===== src/rtl/disparity_wta.sv =====
// Winner-take-all disparity selector: streams per-disparity Hamming costs for a
// pixel and emits the lowest-cost disparity (ties keep the lower index).
module disparity_wta #(
  parameter int COST_WIDTH = 6,
  parameter int MAX_DISP   = 64,
  parameter int DISP_WIDTH = 6
) (
  input  logic                  clk,
  input  logic                  rst,
  input  logic                  cost_valid,
  input  logic [COST_WIDTH-1:0] cost,
  input  logic                  cost_last,
  output logic                  cost_ready,
  output logic                  disp_valid,
  output logic [DISP_WIDTH-1:0] disp,
  output logic [COST_WIDTH-1:0] min_cost,
  input  logic                  disp_ready,
  output logic                  len_err
);

  typedef enum logic {IDLE, ACCUM} state_t;

  localparam logic [DISP_WIDTH-1:0] LAST_IDX = DISP_WIDTH'(MAX_DISP - 1);

  state_t                state_q, state_d;
  logic [DISP_WIDTH-1:0] cnt_q, cnt_d;
  logic [COST_WIDTH-1:0] best_cost_q, best_cost_d;
  logic [DISP_WIDTH-1:0] best_disp_q, best_disp_d;
  logic                  valid_q, valid_d;
  logic [DISP_WIDTH-1:0] disp_q, disp_d;
  logic [COST_WIDTH-1:0] mcost_q, mcost_d;
  logic                  len_err_q, len_err_d;

  logic                  accept;
  logic                  at_limit;
  logic                  take;
  logic [COST_WIDTH-1:0] cand_cost;
  logic [DISP_WIDTH-1:0] cand_disp;

  // Only a held, unconsumed result back-pressures the input; a drain cycle still accepts.
  assign cost_ready = !(valid_q && !disp_ready);
  assign accept     = cost_valid && cost_ready;
  assign at_limit   = (cnt_q == LAST_IDX);
  assign take       = (state_q == IDLE) || (cost < best_cost_q);
  assign cand_cost  = take ? cost : best_cost_q;
  assign cand_disp  = take ? ((state_q == IDLE) ? '0 : cnt_q) : best_disp_q;

  always_comb begin
    state_d     = state_q;
    cnt_d       = cnt_q;
    best_cost_d = best_cost_q;
    best_disp_d = best_disp_q;
    valid_d     = valid_q;
    disp_d      = disp_q;
    mcost_d     = mcost_q;
    len_err_d   = len_err_q;

    if (valid_q && disp_ready) begin
      valid_d = 1'b0;
    end

    if (accept) begin
      best_cost_d = cand_cost;
      best_disp_d = cand_disp;
      // Hitting the last legal index closes the pixel even without cost_last.
      if (cost_last || at_limit) begin
        state_d = IDLE;
        cnt_d   = '0;
        valid_d = 1'b1;
        disp_d  = cand_disp;
        mcost_d = cand_cost;
        if (!cost_last) begin
          len_err_d = 1'b1;
        end
      end else begin
        state_d = ACCUM;
        cnt_d   = cnt_q + DISP_WIDTH'(1);
      end
    end
  end

  always_ff @(posedge clk) begin
    if (!rst) begin
      state_q     <= IDLE;
      cnt_q       <= '0;
      best_cost_q <= '0;
      best_disp_q <= '0;
      valid_q     <= 1'b0;
      disp_q      <= '0;
      mcost_q     <= '0;
      len_err_q   <= 1'b0;
    end else begin
      state_q     <= state_d;
      cnt_q       <= cnt_d;
      best_cost_q <= best_cost_d;
      best_disp_q <= best_disp_d;
      valid_q     <= valid_d;
      disp_q      <= disp_d;
      mcost_q     <= mcost_d;
      len_err_q   <= len_err_d;
    end
  end

  assign disp_valid = valid_q;
  assign disp       = disp_q;
  assign min_cost   = mcost_q;
  assign len_err    = len_err_q;

endmodule


===== config.mk =====
export PLATFORM = sky130hd
export DESIGN_NAME = disparity_wta
export DESIGN_NICKNAME = d
export VERILOG_FILES = /design/src/rtl/disparity_wta.sv
export SDC_FILE = /design/constraint.sdc
export NUM_CORES = 1
export LEC_CHECK = 0
export ABC_CLOCK_PERIOD_IN_PS = 2100
export CAP_MARGIN = 5
export CORE_MARGIN = 10
export CORE_UTILIZATION = 54
export CTS_CLUSTER_DIAMETER = 40
export DETAILED_ROUTE_END_ITERATION = 16
export GPL_TIMING_DRIVEN = 0
export HOLD_SLACK_MARGIN = 0.06
export PLACE_DENSITY_LB_ADDON = 0.12
export REMOVE_ABC_BUFFERS = 1
export SYNTH_ARGS = -nofsm -noshare
export SYNTH_HDL_FRONTEND = slang
export SYNTH_SLANG_ARGS = --single-unit

===== constraint.sdc =====
create_clock -name clk -period 2.1 [get_ports clk]
set_input_delay 0.42 -clock clk [delete_from_list [all_inputs] [get_ports clk]]
set_output_delay 0.42 -clock clk [all_outputs]
set_load 0.03 [all_outputs]

Figure 1. Wiring heat map.
16 x 16 tiles, from dark blue (low) to red (high), scaled to the fullest tile. Values are wire area over tile area, all layers added.
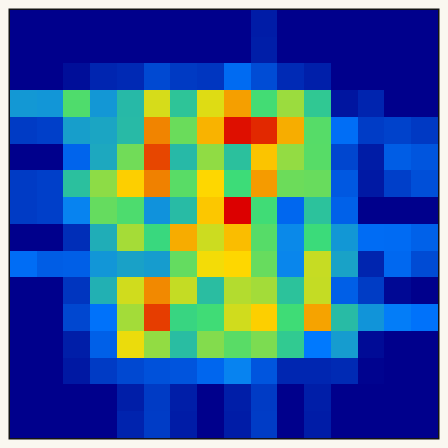
emptiest ninth of the die: north-east
nearly empty tiles: 31%
fullest tile: 0.47
densest ninth of the die: center
DR vias: 1,652
Routed wire per std cell: 16.7 um
WL final: 4.52 mm

Figure 2. Wiring by layer.
Only two layers are drawn.
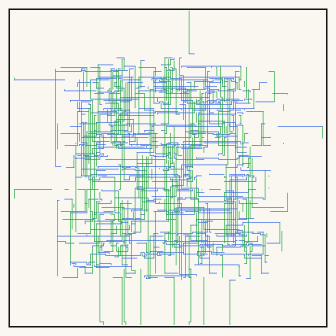
legend:
  met2:
    color: green
    wire_length: 2,120 um
  met1:
    color: blue
    wire_length: 1,970 um
total global-route track usage: 15.1%

==> impl_metrics.yaml <==
# implementation run metrics
clock_network:
  root_buffer: "clkbuf_4"
  htree_levels: 2
  post_cts_buffers: 2
  cts_tree: "built"
  cts_buffer_depth: 2
  hold_buffers: 0
  clock_sinks: 33
route:
  routed.top_layer: "met4"
  vias_per_cell: 6.10
  ant_nets: 0
  drt-pass1-iter-count: 4
  drc: 0
  wl_met2_mm: 2.12
  wl_met1_mm: 1.97
logic_synthesis:
  async_flop_share_pct: 0
  yosys_warnings: 0
  yosys_area_um2: 1840
  syn_inst: 203
  top_logic_kind: "AND-OR/OR-AND gates"
  synth-adder-area-share_pct: 4.08
  flop_cell: "dfxtp_1"
  synth-xor-area-share_pct: 1.43
  synth_flops: 33
  ys_cells: 203
  synthMostInstantiatedCell: "dfxtp_1"
  enable_flop_cells: 0
  synthTopCellsByCount: "dfxtp_1, nand2_1, nand3_1"
  yosysSeqAreaShare_pct: 35.9
  synth_cell_types: 50
  mux_share_pct: 3.27
cells_and_area:
  inverters_excl_clock: 9
  fillers: 293
  clk_share_pct: 3.16
  finalNonFillerCells: 271
  layout_top_cells: "dfxtp_1, nand2_1, clkdlybuf4s50_1"
  seq_area_share_pct: 29.8
  layout_top_cell: "dfxtp_1"
  seqCellArea_um2: 661
  clkbuf_count: 7
  sh_comb_area_pct: 49.0
  final_area_um2: 2220
  area_growth_syn_to_layout_pct: 20.7
  drive_above_1_share_pct: 15.1
  buf_share_pct: 14.0
  nNonClkBuffers: 30
  fin_nets: 241
  logic_area_um2: 1090
  utilization_pct: 67.0
  multiInputCombCellCount: 145
power:
  leakage_nw: 0.753
  net-switching-power_w: 0.000412
  powerDensity_nw_per_um2: 614
  p_seq_w: 0.000660
  pwr-share-comb_pct: 21.5
  power_clock_w: 0.000411
  ir_drop_uv: 501
  p_clk_share_pct: 30.2
  finalPower_w: 0.00136
  power_leader: "sequential cells"
worst_setup_path:
  cp_num_cells: 7
  slowest_stage: "clkdlybuf4s50_1"
  worst-r2r-cell-count: 5
  cp_num_buf_inv: 2
  cpPeakStageDelay_ns: 0.52
  crit_type: "input port to register"
  start_kind: "input port"
  worstPathCellList: "clkdlybuf4s50_1, ha_2, a21oi_4, o22ai_4, a211oi_4, buf_6, mux2i_1"
  cp-startpoint: "cost[5]"
  worstPathRequired_ns: 2.36
place:
  placedCellCount: 258
  place_congestion: 0.857
  numPortBuffers: 25
  place_ws_ns: -0.667
  hpwl_mm: 3.00
min_path:
  hold_path_end: "best_cost_q[2]"
  worstHoldStart: "best_cost_q[2]"
global_route:
  grt_pass1_vias: 1603
  grt.busiest_layer: "met2"
  use_met3_pct: 5.81
  grt_max_degree: 44
  grt_pass1_wl_mm: 7.71
  use_met1_pct: 17.9
timing:
  fmax_mhz: 503
  hold_viol_final: 0
  holdWs_ns: 0.469
  fin_crit_sh_pct: 94.8
  slew_headroom_pct: 66.2
  period_needed_ns: 1.99
  worst_slack_ns: 0.110
  rsz0062_at_grt: "false"
  worst_pin_slew_ns: 0.507
job:
  warnings: 25
die:
  rows: 21
  coreArea_um2: 3310
  fp_util_pct: 55.6
  n_tap_cell: 46
run_status:
  status: "complete, no violations"
Power and IR drop assume default switching activity.
